run_1/final_placement.png
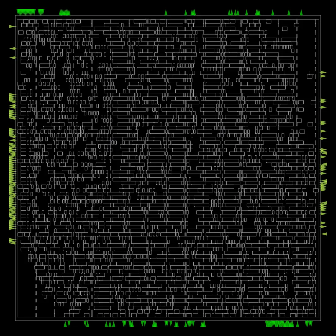
run_1/pdn.png
Bar = 50 microns. Pins as bars on the die edge.
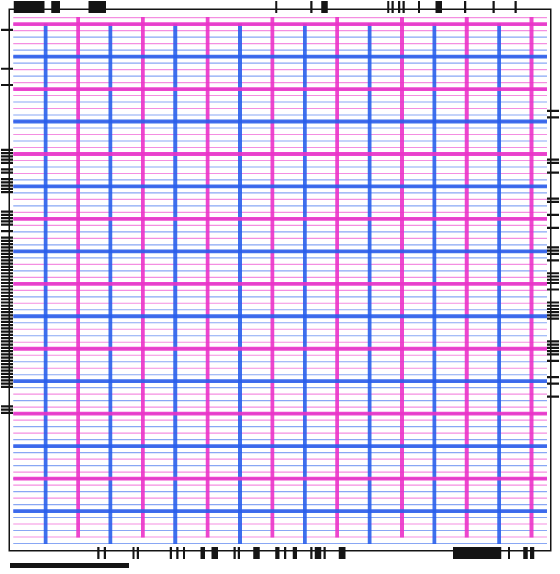
run_1/cell_classes.png
Bar = 50 microns.
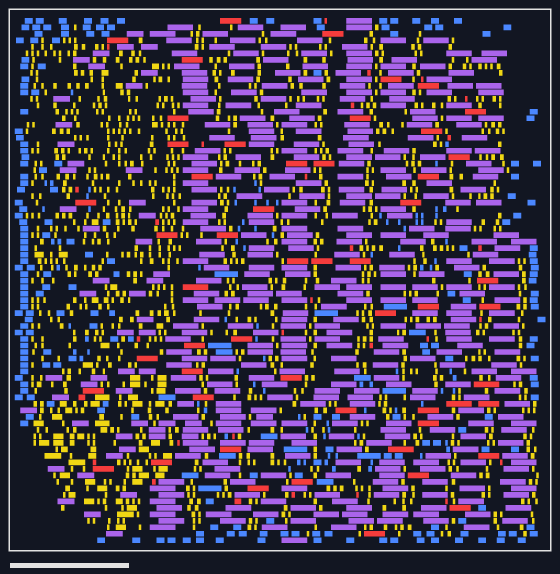
===== config.mk =====
export PLATFORM = sky130hd
export DESIGN_NAME = fetch_unit_flat
export DESIGN_NICKNAME = d
export VERILOG_FILES = /design/src/rtl/fetch_unit_pkg.sv /design/src/rtl/fetch_unit_if.sv /design/src/rtl/fetch_fifo.sv /design/src/rtl/fetch_unit.sv /design/src/flat_wrapper.sv
export SDC_FILE = /design/constraint.sdc
export NUM_CORES = 1
export LEC_CHECK = 0
export ABC_AREA = 1
export CELL_PAD_IN_SITES_DETAIL_PLACEMENT = 1
export CELL_PAD_IN_SITES_GLOBAL_PLACEMENT = 2
export CORE_UTILIZATION = 37
export DETAILED_ROUTE_END_ITERATION = 12
export GPL_TIMING_DRIVEN = 0
export PLACE_DENSITY_LB_ADDON = 0.1
export SLEW_MARGIN = 15
export SYNTH_ARGS = -nofsm -noshare
export SYNTH_HDL_FRONTEND = slang
export SYNTH_SLANG_ARGS = --single-unit

===== constraint.sdc =====
create_clock -name clk -period 6.4 [get_ports clk]
set_input_delay 1.92 -clock clk [delete_from_list [all_inputs] [get_ports clk]]
set_output_delay 1.92 -clock clk [all_outputs]
set_load 0.03 [all_outputs]

===== src/rtl/fetch_unit_pkg.sv =====
// rtl/fetch_unit_pkg.sv - shared constants and types for the instruction fetch front end
//
// Purpose : default widths, reset/exception PCs, PC increment and the
//           redirect-source encoding used by fetch_unit.
// Ports   : none (package).
// Config  : none.
package fetch_unit_pkg;

  localparam int          DEF_ADDR_SIZE  = 32;
  localparam int          DEF_INSTR_SIZE = 32;
  localparam logic [31:0] DEF_RESET_PC   = 32'h0000_1000;
  localparam logic [31:0] DEF_EXC_VECTOR = 32'h0000_2000;
  localparam int          PC_INC         = 4;

  typedef enum logic [1:0] {
    REDIR_NONE   = 2'd0,
    REDIR_EXC    = 2'd1,
    REDIR_BRANCH = 2'd2,
    REDIR_JUMP   = 2'd3
  } redirect_e;

  // Exception outranks branch, branch outranks jump.
  function automatic redirect_e redirect_sel(input logic exc, input logic br, input logic jmp);
    if (exc)      return REDIR_EXC;
    else if (br)  return REDIR_BRANCH;
    else if (jmp) return REDIR_JUMP;
    else          return REDIR_NONE;
  endfunction

endpackage


===== src/rtl/fetch_unit_if.sv =====
// rtl/fetch_unit_if.sv - instruction-memory and decode-side handshake bundle
//
// Purpose : groups the imem request/response channel and the decode output
//           channel of fetch_unit.
// Signals : imem_req_valid/addr/ready, imem_resp_valid/data,
//           out_valid/pc/instr/ready.
// Modports: master = fetch_unit side, slave = memory + decode side.
// Config  : none.
interface fetch_unit_if
  import fetch_unit_pkg::*;
#(
  parameter int ADDR_SIZE  = DEF_ADDR_SIZE,
  parameter int INSTR_SIZE = DEF_INSTR_SIZE
) ();

  logic                  imem_req_valid;
  logic [ADDR_SIZE-1:0]  imem_req_addr;
  logic                  imem_req_ready;
  logic                  imem_resp_valid;
  logic [INSTR_SIZE-1:0] imem_resp_data;
  logic                  out_valid;
  logic [ADDR_SIZE-1:0]  out_pc;
  logic [INSTR_SIZE-1:0] out_instr;
  logic                  out_ready;

  modport master (
    output imem_req_valid, imem_req_addr,
    input  imem_req_ready,
    input  imem_resp_valid, imem_resp_data,
    output out_valid, out_pc, out_instr,
    input  out_ready
  );

  modport slave (
    input  imem_req_valid, imem_req_addr,
    output imem_req_ready,
    output imem_resp_valid, imem_resp_data,
    input  out_valid, out_pc, out_instr,
    output out_ready
  );

endinterface


===== src/rtl/fetch_fifo.sv =====
// rtl/fetch_fifo.sv - small synchronous FIFO with flush, used for pending PCs and the fetch queue
//
// Purpose : WIDTH x DEPTH circular buffer (DEPTH power of two, >= 2).
// Ports   : clk, reset (sync, active-high), flush (sync clear),
//           push/wdata, pop/rdata, full, empty, count.
// Notes   : rdata reads as zero while empty; flush beats push and pop.
// Config  : none.
module fetch_fifo #(
  parameter  int WIDTH = 32,
  parameter  int DEPTH = 4,
  localparam int AW    = $clog2(DEPTH),
  localparam int CW    = $clog2(DEPTH + 1)
) (
  input  logic             clk,
  input  logic             reset,
  input  logic             flush,
  input  logic             push,
  input  logic [WIDTH-1:0] wdata,
  input  logic             pop,
  output logic [WIDTH-1:0] rdata,
  output logic             full,
  output logic             empty,
  output logic [CW-1:0]    count
);

  logic [WIDTH-1:0] mem_q [DEPTH];
  logic [AW-1:0]    wptr_q, wptr_d;
  logic [AW-1:0]    rptr_q, rptr_d;
  logic [CW-1:0]    count_q, count_d;
  logic             do_push, do_pop;

  assign full    = (count_q == CW'(DEPTH));
  assign empty   = (count_q == '0);
  assign count   = count_q;
  assign do_push = push && !full;
  assign do_pop  = pop && !empty;
  assign rdata   = empty ? '0 : mem_q[rptr_q];

  always_comb begin
    wptr_d  = wptr_q;
    rptr_d  = rptr_q;
    count_d = count_q;
    if (flush) begin
      wptr_d  = '0;
      rptr_d  = '0;
      count_d = '0;
    end else begin
      if (do_push) wptr_d = wptr_q + AW'(1);
      if (do_pop)  rptr_d = rptr_q + AW'(1);
      count_d = count_q + CW'(do_push) - CW'(do_pop);
    end
  end

  always_ff @(posedge clk) begin
    if (reset) begin
      wptr_q  <= '0;
      rptr_q  <= '0;
      count_q <= '0;
    end else begin
      wptr_q  <= wptr_d;
      rptr_q  <= rptr_d;
      count_q <= count_d;
    end
  end

  // Storage needs no reset: contents are only visible through count/empty.
  always_ff @(posedge clk) begin
    if (do_push && !flush && !reset) mem_q[wptr_q] <= wdata;
  end

endmodule


===== src/rtl/fetch_unit.sv =====
// rtl/fetch_unit.sv - instruction fetch front end: PC, in-order imem requests, fetch queue to decode
//
// Purpose : owns the PC, issues one request per accepted cycle, pairs
//           in-order responses with their PCs and buffers them in a
//           DEPTH-entry queue; redirects flush and drop in-flight responses.
// Ports   : clk, reset (sync, active-high), is_exception, is_branch/pc_branch,
//           is_jump/pc_jump, pc_write, bus (fetch_unit_if.master).
//           With FETCH_PERF_EN: perf_redirects, perf_stall_cycles.
// Config  : FETCH_PERF_EN adds redirect and stall performance counters.
module fetch_unit
  import fetch_unit_pkg::*;
#(
  parameter int                   ADDR_SIZE  = DEF_ADDR_SIZE,
  parameter int                   INSTR_SIZE = DEF_INSTR_SIZE,
  parameter int                   DEPTH      = 4,
  parameter logic [ADDR_SIZE-1:0] RESET_PC   = ADDR_SIZE'(DEF_RESET_PC),
  parameter logic [ADDR_SIZE-1:0] EXC_VECTOR = ADDR_SIZE'(DEF_EXC_VECTOR)
) (
  input  logic                 clk,
  input  logic                 reset,
  input  logic                 is_exception,
  input  logic                 is_branch,
  input  logic [ADDR_SIZE-1:0] pc_branch,
  input  logic                 is_jump,
  input  logic [ADDR_SIZE-1:0] pc_jump,
  input  logic                 pc_write,
  fetch_unit_if.master         bus
`ifdef FETCH_PERF_EN
  ,
  output logic [31:0]          perf_redirects,
  output logic [31:0]          perf_stall_cycles
`endif
);

  localparam int CW = $clog2(DEPTH + 1);
  localparam int QW = ADDR_SIZE + INSTR_SIZE;

  logic [ADDR_SIZE-1:0] pc_q, pc_d;
  logic [CW-1:0]        discard_q, discard_d;

  redirect_e            redir;
  logic                 redirect;
  logic [CW:0]          inflight;
  logic                 credit_ok;
  logic                 req_valid, req_fire;
  logic                 resp_keep, resp_drop;
  logic                 q_pop;

  logic [ADDR_SIZE-1:0] pend_rdata;
  logic                 pend_full, pend_empty;
  logic [CW-1:0]        pend_count;
  logic [QW-1:0]        q_rdata;
  logic                 q_full, q_empty;
  logic [CW-1:0]        q_count;

  assign redir    = redirect_sel(is_exception, is_branch, is_jump);
  assign redirect = (redir != REDIR_NONE);

  // The pending-PC FIFO holds exactly the requests whose responses will be
  // kept, so its occupancy is the outstanding count. Reserving a queue slot
  // for every outstanding request guarantees the queue never overflows.
  assign inflight  = {1'b0, pend_count} + {1'b0, q_count};
  assign credit_ok = (inflight < (CW+1)'(DEPTH));
  assign req_valid = !reset && pc_write && !redirect && credit_ok;
  assign req_fire  = req_valid && bus.imem_req_ready;

  // Responses belonging to requests issued before a redirect come back
  // first (in-order memory) and are swallowed while discard_q is non-zero.
  assign resp_drop = bus.imem_resp_valid && (discard_q != '0);
  assign resp_keep = bus.imem_resp_valid && (discard_q == '0) && !pend_empty;
  assign q_pop     = !q_empty && bus.out_ready;

  assign bus.imem_req_valid = req_valid;
  assign bus.imem_req_addr  = pc_q;
  assign bus.out_valid      = !q_empty;
  assign bus.out_pc         = q_rdata[QW-1:INSTR_SIZE];
  assign bus.out_instr      = q_rdata[INSTR_SIZE-1:0];

  always_comb begin
    pc_d = pc_q;
    case (redir)
      REDIR_EXC:    pc_d = EXC_VECTOR;
      REDIR_BRANCH: pc_d = pc_branch;
      REDIR_JUMP:   pc_d = pc_jump;
      default:      if (req_fire) pc_d = pc_q + ADDR_SIZE'(PC_INC);
    endcase
  end

  always_comb begin
    discard_d = discard_q;
    if (redirect) begin
      // Everything still in flight becomes garbage; a response landing this
      // very cycle is already gone (dropped or flushed), so it is not counted.
      discard_d = discard_q + pend_count - CW'(bus.imem_resp_valid);
    end else if (resp_drop) begin
      discard_d = discard_q - CW'(1);
    end
  end

  always_ff @(posedge clk) begin
    if (reset) begin
      pc_q      <= RESET_PC;
      discard_q <= '0;
    end else begin
      pc_q      <= pc_d;
      discard_q <= discard_d;
    end
  end

  fetch_fifo #(.WIDTH(ADDR_SIZE), .DEPTH(DEPTH)) u_pend_fifo (
    .clk   (clk),
    .reset (reset),
    .flush (redirect),
    .push  (req_fire && !pend_full),
    .wdata (pc_q),
    .pop   (resp_keep),
    .rdata (pend_rdata),
    .full  (pend_full),
    .empty (pend_empty),
    .count (pend_count)
  );

  fetch_fifo #(.WIDTH(QW), .DEPTH(DEPTH)) u_instr_queue (
    .clk   (clk),
    .reset (reset),
    .flush (redirect),
    .push  (resp_keep && !q_full),
    .wdata ({pend_rdata, bus.imem_resp_data}),
    .pop   (q_pop),
    .rdata (q_rdata),
    .full  (q_full),
    .empty (q_empty),
    .count (q_count)
  );

`ifdef FETCH_PERF_EN
  logic [31:0] perf_redirects_q, perf_redirects_d;
  logic [31:0] perf_stall_q, perf_stall_d;

  always_comb begin
    perf_redirects_d = perf_redirects_q + 32'(redirect);
    perf_stall_d     = perf_stall_q + 32'(pc_write && (!req_valid || !bus.imem_req_ready));
  end

  always_ff @(posedge clk) begin
    if (reset) begin
      perf_redirects_q <= '0;
      perf_stall_q     <= '0;
    end else begin
      perf_redirects_q <= perf_redirects_d;
      perf_stall_q     <= perf_stall_d;
    end
  end

  assign perf_redirects    = perf_redirects_q;
  assign perf_stall_cycles = perf_stall_q;
`endif

endmodule


===== src/flat_wrapper.sv =====
// flat-port wrapper written by rule: the top's interface ports become plain ports
module fetch_unit_flat import fetch_unit_pkg::*;
#(
  parameter int                   ADDR_SIZE  = DEF_ADDR_SIZE,
  parameter int                   INSTR_SIZE = DEF_INSTR_SIZE,
  parameter int                   DEPTH      = 4,
  parameter logic [ADDR_SIZE-1:0] RESET_PC   = ADDR_SIZE'(DEF_RESET_PC),
  parameter logic [ADDR_SIZE-1:0] EXC_VECTOR = ADDR_SIZE'(DEF_EXC_VECTOR)
)
  (clk, reset, is_exception, is_branch, pc_branch, is_jump, pc_jump, pc_write, bus_imem_req_valid, bus_imem_req_addr, bus_imem_req_ready, bus_imem_resp_valid, bus_imem_resp_data, bus_out_valid, bus_out_pc, bus_out_instr, bus_out_ready);
  fetch_unit_if #(.ADDR_SIZE(ADDR_SIZE), .INSTR_SIZE(INSTR_SIZE)) bus_i ();
  input  logic clk;
  input  logic reset;
  input  logic is_exception;
  input  logic is_branch;
  input  logic [ADDR_SIZE-1:0] pc_branch;
  input  logic is_jump;
  input  logic [ADDR_SIZE-1:0] pc_jump;
  input  logic pc_write;
  output wire logic [$bits(bus_i.imem_req_valid)-1:0] bus_imem_req_valid;
  output wire logic [$bits(bus_i.imem_req_addr)-1:0] bus_imem_req_addr;
  input wire logic [$bits(bus_i.imem_req_ready)-1:0] bus_imem_req_ready;
  input wire logic [$bits(bus_i.imem_resp_valid)-1:0] bus_imem_resp_valid;
  input wire logic [$bits(bus_i.imem_resp_data)-1:0] bus_imem_resp_data;
  output wire logic [$bits(bus_i.out_valid)-1:0] bus_out_valid;
  output wire logic [$bits(bus_i.out_pc)-1:0] bus_out_pc;
  output wire logic [$bits(bus_i.out_instr)-1:0] bus_out_instr;
  input wire logic [$bits(bus_i.out_ready)-1:0] bus_out_ready;
  assign bus_imem_req_valid = bus_i.imem_req_valid;
  assign bus_imem_req_addr = bus_i.imem_req_addr;
  assign bus_i.imem_req_ready = bus_imem_req_ready;
  assign bus_i.imem_resp_valid = bus_imem_resp_valid;
  assign bus_i.imem_resp_data = bus_imem_resp_data;
  assign bus_out_valid = bus_i.out_valid;
  assign bus_out_pc = bus_i.out_pc;
  assign bus_out_instr = bus_i.out_instr;
  assign bus_i.out_ready = bus_out_ready;
  fetch_unit #(.ADDR_SIZE(ADDR_SIZE), .INSTR_SIZE(INSTR_SIZE), .DEPTH(DEPTH), .RESET_PC(RESET_PC), .EXC_VECTOR(EXC_VECTOR)) u_core (.clk(clk), .reset(reset), .is_exception(is_exception), .is_branch(is_branch), .pc_branch(pc_branch), .is_jump(is_jump), .pc_jump(pc_jump), .pc_write(pc_write), .bus(bus_i));
endmodule

==> summary.txt, run 1 <==
run metrics: crit path DAT=approximately 3900 ps, Post-Syn Nets=1912, Clk pin slew, worst setup/hold paths=60 ps, 1st-iter DRT viols=about 600, Hold Path Stages=1, largest net degree at the start of global routing=26, number of global-route vias before repair=14200, Max VDD drop=~0.00020 V, slew margin rel.=0.503, Leakage=between 0.008 and 0.009 uW, clock sinks=~440, Final period util=0.906, Commonest flop=edfxtp_1, Post-CTS Hold Buffers=0, vias per inst=between 4 and 5, post-CTS setup buffers=0, total global-route track usage=0.217, layout cell share with drive strength beyond 1=0.0629, asr flop ratio synth=0, Post-synth top cells=nor2_1 (469), edfxtp_1 (384), nand2_1 (231), RSZ-0062 raised after global routing=no, CTS tree=built, Hold Crit Class=reg2reg, # Cells Yosys=between 1500 and 2000, Syn-to-layout area delta=25.7%, Routed Antenna Nets=0, initial antenna violation count=0, port bufs=roughly 200, cts repair resizes=0, post-synthesis sequential area ratio=0.677, Critical Setup Path Class=in2out, Synth top area share=0.620, fmax=between 0.15 and 0.2 GHz, Congestion Overflow GR=0, Num CTS Buffers=47, Synth warnings=0, Top cells by area=edfxtp_1 (62%), nor2_1 (9.5%), o21ai_0 (5.9%), Worst Clk Skew=approximately 15 ps, RD Place Congestion=between 0.7 and 0.8, Placed Instances=between 2000 and 3000, first-pass GRT wire length=slightly above 80000 microns, Period minus WS final=between 5000 and 6000 ps, die area=0.0512 sq mm, slowest CP cell=clkdlybuf4s50_1, Netlist cell types=31, Slowest Stage Delay on Critical Path=between 600 and 700 ps, root buf cell=clkbuf_16, clk_lat worst skew=roughly 570 ps, via count=around 14000, H-tree Lvls=2, Max Transition Viols Final=0, DRT Wirelength=54600 microns, Final nets=2179, Flops after synth=between 400 and 500, CP max FO=10, Syn Inst Count=between 1500 and 2000, mean post-synth cell area=around 10 sq um, DPL Wire Length=between 30000 and 40000 microns, Post-synth EDFFs=between 300 and 400, most numerous cell in the Yosys netlist=nor2_1, cells along the critical path=clkdlybuf4s50_1 -> nor2_4 -> nand2_4 -> nor2_4 -> buf_4 -> and2_4 -> clkdlybuf4s50_1, DR pass1 iterations=7, cell area after synthesis=roughly 0.019 sq mm, chip height=226 microns, Power Density=between 200 and 300 mW/mm^2, actual slew at the worst max-slew pin=approximately 740 ps, Setup-failing EPs final=0, routed len/inst=19.9 microns, Setup crit start kind=input port, outcome=finished clean, max_cap viols=0, WP depth=7, die width=226 microns, Log Warnings=33, largest delay contributor family on the critical path=buffers and inverters, crit end category=output pin, Yosys chip area=roughly 0.019 sq mm, final hold vios=0, Non-Filler Instances=between 2000 and 3000, Buffers & Inverters on Critical Path=3, dominant cell type by area after synthesis=edfxtp_1, DP Area=roughly 0.022 sq mm, ANT cells=0, Residual DRC=0, FF-to-FF path depth=13, critical path data required time=roughly 4500 ps, FP Util=0.378, CTS max path bufs=3
## Picture notes: final_placement.png
Tap Cells: 664
Site Rows: 81
flop share of the area: 0.539
fin util: 0.475

## Picture notes: pdn.png
| net | color |
|---|---|
| VDD | magenta |
| VSS | blue |
met1 rails: 82
rows: 81

## Picture notes: cell_classes.png
| class | color | cells | share of their area |
|---|---|---|---|
| other buffers and delay cells | blue | 308 | 12% |
| clock drivers and dummy loads | red | 82 | 6.6% |
| all other logic | yellow | 1257 | 25% |
| flip-flops | purple | 437 | 56% |
core area: 0.0493 sq mm
cell area after layout: 0.0234 sq mm

## run 1: where the power goes
part	leakage (uW)	internal, uW	switching, uW
Combinational	0.00344	121	130
Sequential	0.00405	3110	48.2
Clock	0.000733	1540	1090
## run 1: per-layer routing
| metal | GRT usage | routed length, microns | up-vias |
|---|---|---|---|
| met1 | 0.279 | 24300 | 6687 |
| met2 | 0.374 | 26900 | 260 |
| met5 | 0 | 0 | - |
| met3 | 0.0401 | 2400 | 64 |
| met4 | 0.0551 | 1100 | 0 |
| li1 | - | - | 6633 |
## run 1: flip-flops by register name, indices dropped and copies added, names as in the netlist, named ones only
name and count:
u_core.u_instr_queue.count 3, u_core.u_pend_fifo.count 3, u_core.u_pend_fifo.mem_q 128, u_core.u_pend_fifo.rptr_q 2
u_core.discard_q 3, u_core.u_instr_queue.wptr_q 2, u_core.u_instr_queue.mem_q 256, u_core.u_pend_fifo.wptr_q 2
u_core.bus.imem_req_addr 32, u_core.u_instr_queue.rptr_q 2
## run 1: final timing paths
check,start,endpoint,slack [ps]
worst min-delay path,u_core.u_instr_queue.rptr_q[0]$_SDFFE_PP0P_,u_core.u_instr_queue.rptr_q[0]$_SDFFE_PP0P_,480
worst max-delay path,is_jump,bus_imem_req_valid,600
worst max register to register,u_core.discard_q[0]$_SDFFE_PP0P_,u_core.u_instr_queue.mem_q[0][51]$_DFFE_PP_,3360
worst min register to register,u_core.u_instr_queue.rptr_q[0]$_SDFFE_PP0P_,u_core.u_instr_queue.rptr_q[0]$_SDFFE_PP0P_,480
## run 1: layout make-up
class                   instances  area [sq um]
repair buffers                218          2400
well taps                     664           831
plain buffers                  90           378
flip-flops and latches        437         12600
clock inverters                28           235
fillers                      5406         25900
clock buffers                  54          1240
multi-input cells            1179          5400
inverters                      78           293
## run 1: through the flow
step	total power, uW	setup TNS [ps]	setup WS, ps	hold WS, ps
after floorplan	3310	0	732	436
after global placement	3460	-591330	-2440	454
after detailed placement	3470	0	580	465
after CTS	6110	0	572	483
after global routing	6220	0	488	501
final	6040	0	599	478
## run 1: logic make-up after synthesis
logic type,count (synthesis),share of synthesized area
AOI/OAI and AO/OA,395,0.106
adders and majority gates,23,0.0167
buffers and inverters,168,0.0360
DFF,437,0.677
xor gates and xnor gates,13,0.00612
and+or+nand+nor,748,0.158
## run 1: cells in the final DEF, fill, tap and decap left out, drive strengths merged, types with 34 or more instances in the layout
cell	count
a21oi	158
buf	64
clkbuf	96
clkdlybuf4s50	202
dfxtp	53
edfxtp	384
inv	77
nand2	233
nand3	34
nor2	473
o21ai	235
run_1/metal_stack.png
Two of the layers only.
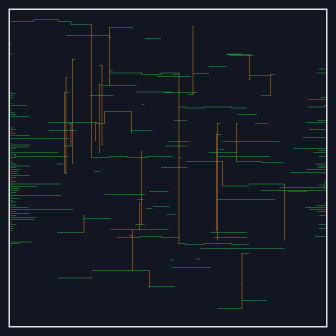

## Run 2: what changed since run 1
--- a/config.mk
+++ b/config.mk
@@ -8,6 +8,7 @@
 export ABC_AREA = 1
 export CELL_PAD_IN_SITES_DETAIL_PLACEMENT = 1
 export CELL_PAD_IN_SITES_GLOBAL_PLACEMENT = 2
+export CORE_MARGIN = 2
 export CORE_UTILIZATION = 37
 export DETAILED_ROUTE_END_ITERATION = 12
 export GPL_TIMING_DRIVEN = 0
run_2/metal_stack.png
Two of the layers only.
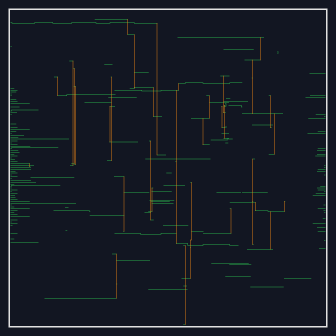
| layer | color | wire length |
|---|---|---|
| met4 | orange | 1190 microns |
| met3 | green | 2090 microns |
routed len/inst: 20.0 microns
total global-route track usage: 0.212
via count: 13600
DRT Wirelength: 55200 microns

run_2/clock_map.png
Bar = 50 microns.
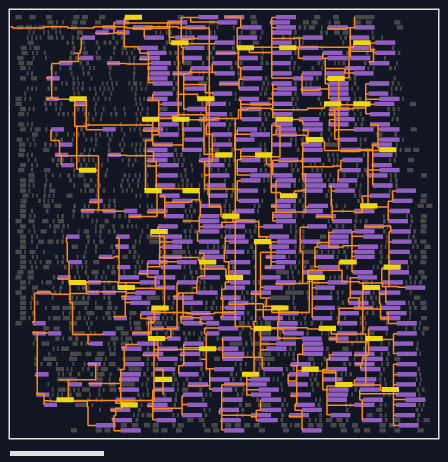
[clock wires] orange | length: 5630 microns
[cells driving clock nets] yellow | count: 47
[flip-flops] purple | count: 437
routed clock nets: 48
Clock Power Share: 0.452
Worst Clk Skew: 14.2 ps
Clock group: 2810 uW
clk_lat worst skew: 580 ps

run_2/cell_classes.png
Bar = 50 microns.
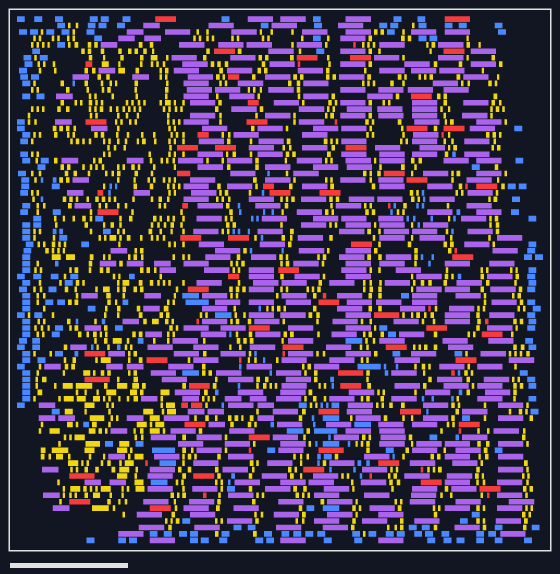
| class | color | cells | share of their area |
|---|---|---|---|
| clock drivers and dummy loads | red | 86 | 7.1% |
| flip-flops | purple | 437 | 56% |
| all other logic | yellow | 1257 | 25% |
| other buffers and delay cells | blue | 307 | 12% |

==> run 2 against run 1 <==
  * Setup slack worse by 55 ps
  * Critical path depth stayed put
  * Routed wire length is 1.0% higher
  * First-iteration DRC count is 11% higher
  * Global-route usage is 0.46 points lower
  * Register-to-register slack better by 20 ps
==> summary.txt, run 2 <==
run metrics: outcome=finished clean, clock sinks=437 (unchanged), mean post-synth cell area=10.4 sq um (unchanged), setup TNS=0 ps (unchanged), cell area after synthesis=0.0186 sq mm (unchanged), Top reg by flops=u_core.u_instr_queue.mem_q, most instantiated logic cells after routing=nor2_1 (461), edfxtp_1 (384), nand2_1 (231), o21ai_0 (218), clkdlybuf4s50_1 (202), Top cells by area=edfxtp_1 (62%), nor2_1 (9.5%), o21ai_0 (5.9%), Final period util=0.915 (+0.00862), cts repair resizes=0 (unchanged), Hold Startpoint=u_core.u_instr_queue.rptr_q[1]$_SDFFE_PP0P_, Commonest flop=edfxtp_1, Post-CTS Hold Buffers=0 (unchanged), R2R setup slack=3380 ps (+20 ps), Hold Path Stages=2 (+1), Log Warnings=33 (unchanged), Leakage=0.00824 uW (+0.24%), layout cell share with drive strength beyond 1=0.0632 (+0.000389), Final nets=2178 (-0.046%), post-synthesis sequential area ratio=0.677 (unchanged), most numerous cell in the Yosys netlist=nor2_1, port bufs=202 (unchanged), root buf cell=clkbuf_16, post-CTS setup buffers=0 (unchanged), Clk pin slew, worst setup/hold paths=60 ps (about the same), Syn Inst Count=1784 (unchanged), Post-Syn Nets=1912 (unchanged), die area=0.0521 sq mm (+1.8%), H-tree Lvls=2 (unchanged), Synth top area share=0.620 (unchanged), max reg flops=256 (unchanged), number of global-route vias before repair=14400 (+1.1%), Hold Crit Class=reg2reg, ANT cells=0 (unchanged), Congestion Overflow GR=0 (unchanged), Netlist cell types=31 (unchanged), crit end category=output pin, actual slew at the worst max-slew pin=796 ps (+52.4 ps), RSZ-0062 raised after global routing=no, Num CTS Buffers=47 (unchanged), CP max FO=10 (unchanged), total chip power=6210 uW (+2.9%), cells along the critical path=clkdlybuf4s50_1 -> nor2_4 -> nand2_4 -> nor2_4 -> buf_4 -> and2_4 -> clkdlybuf4s50_1, vias per inst=4.94 (-0.52%), Residual DRC=0 (unchanged), slew margin rel.=0.468 (-0.0350), 1st-iter DRT viols=668 (+11%), Max Transition Viols Final=0 (unchanged), largest net degree at the start of global routing=26 (unchanged), chip height=228 microns (+0.88%), Routed Antenna Nets=0 (unchanged), RD Place Congestion=0.832 (+4.3%)
run 2: final cells by class:
| type | instances | area (sq um) |
|---|---|---|
| clock inverters | 23 | 279 |
| well taps | 672 | 841 |
| fillers | 5505 | 26400 |
| plain buffers | 90 | 378 |
| repair buffers | 217 | 2350 |
| multi-input cells | 1179 | 5400 |
| flip-flops and latches | 437 | 12600 |
| inverters | 78 | 293 |
| clock buffers | 63 | 1320 |
run 2: worst max-delay path by stage:
stage | endpoint | slack [ps] | startpoint
floorplan | u_core.u_instr_queue.mem_q[0][0]$_DFFE_PP_ | 730 | is_jump
global placement | u_core.u_instr_queue.mem_q[1][50]$_DFFE_PP_ | -2500 | bus_imem_resp_valid
detailed placement | bus_imem_req_valid | 530 | is_jump
CTS | bus_imem_req_valid | 520 | is_jump
global route | bus_imem_req_valid | 440 | is_branch
finish | bus_imem_req_valid | 540 | is_jump
run 2: power by group:
part           total [uW]  internal [uW]  leakage [uW]  switching [uW]
clock network        2810           1690      0.000774            1120
registers            3150           3100       0.00405            48.8
logic                 251            121       0.00341             130
total                6210           4910       0.00824            1300
run 2: through the flow:
step           cell area, sq um  worst slack [ps]
4_1_cts                   23500               519
3_5_place_dp              21900               526
3_3_place_gp              21500             -2500
2_1_floorplan             18600               732
6_report                  23500               543
5_1_grt                   23500               439
run 2: critical path, delay by kind of cell:
family                 cells  cell delay (ps)
AND/OR/NAND/NOR            4              630
buffers and inverters      3             1370
run 2: cell families (layout without fill, tap and decap cells):
| kind of cell | count (synthesis) | in the layout | synth area share |
|---|---|---|---|
| AOI/OAI and AO/OA | 395 | 395 | 0.106 |
| xor gates and xnor gates | 13 | 13 | 0.00612 |
| adders and majority gates | 23 | 23 | 0.0167 |
| buffers and inverters | 168 | 471 | 0.0360 |
| DFF | 437 | 437 | 0.677 |
| and+or+nand+nor | 748 | 748 | 0.158 |
run 2: layer usage:
metal / wire (microns) / global-route usage / share of wire
met1: 25000 / 0.278 / 0.45
met2: 26900 / 0.367 / 0.49
met3: 2090 / 0.0356 / 0.038
met4: 1190 / 0.0533 / 0.022
met5: 0 / 0 / 0
Power figures rest on the tool's default switching activity, not on a simulated workload.
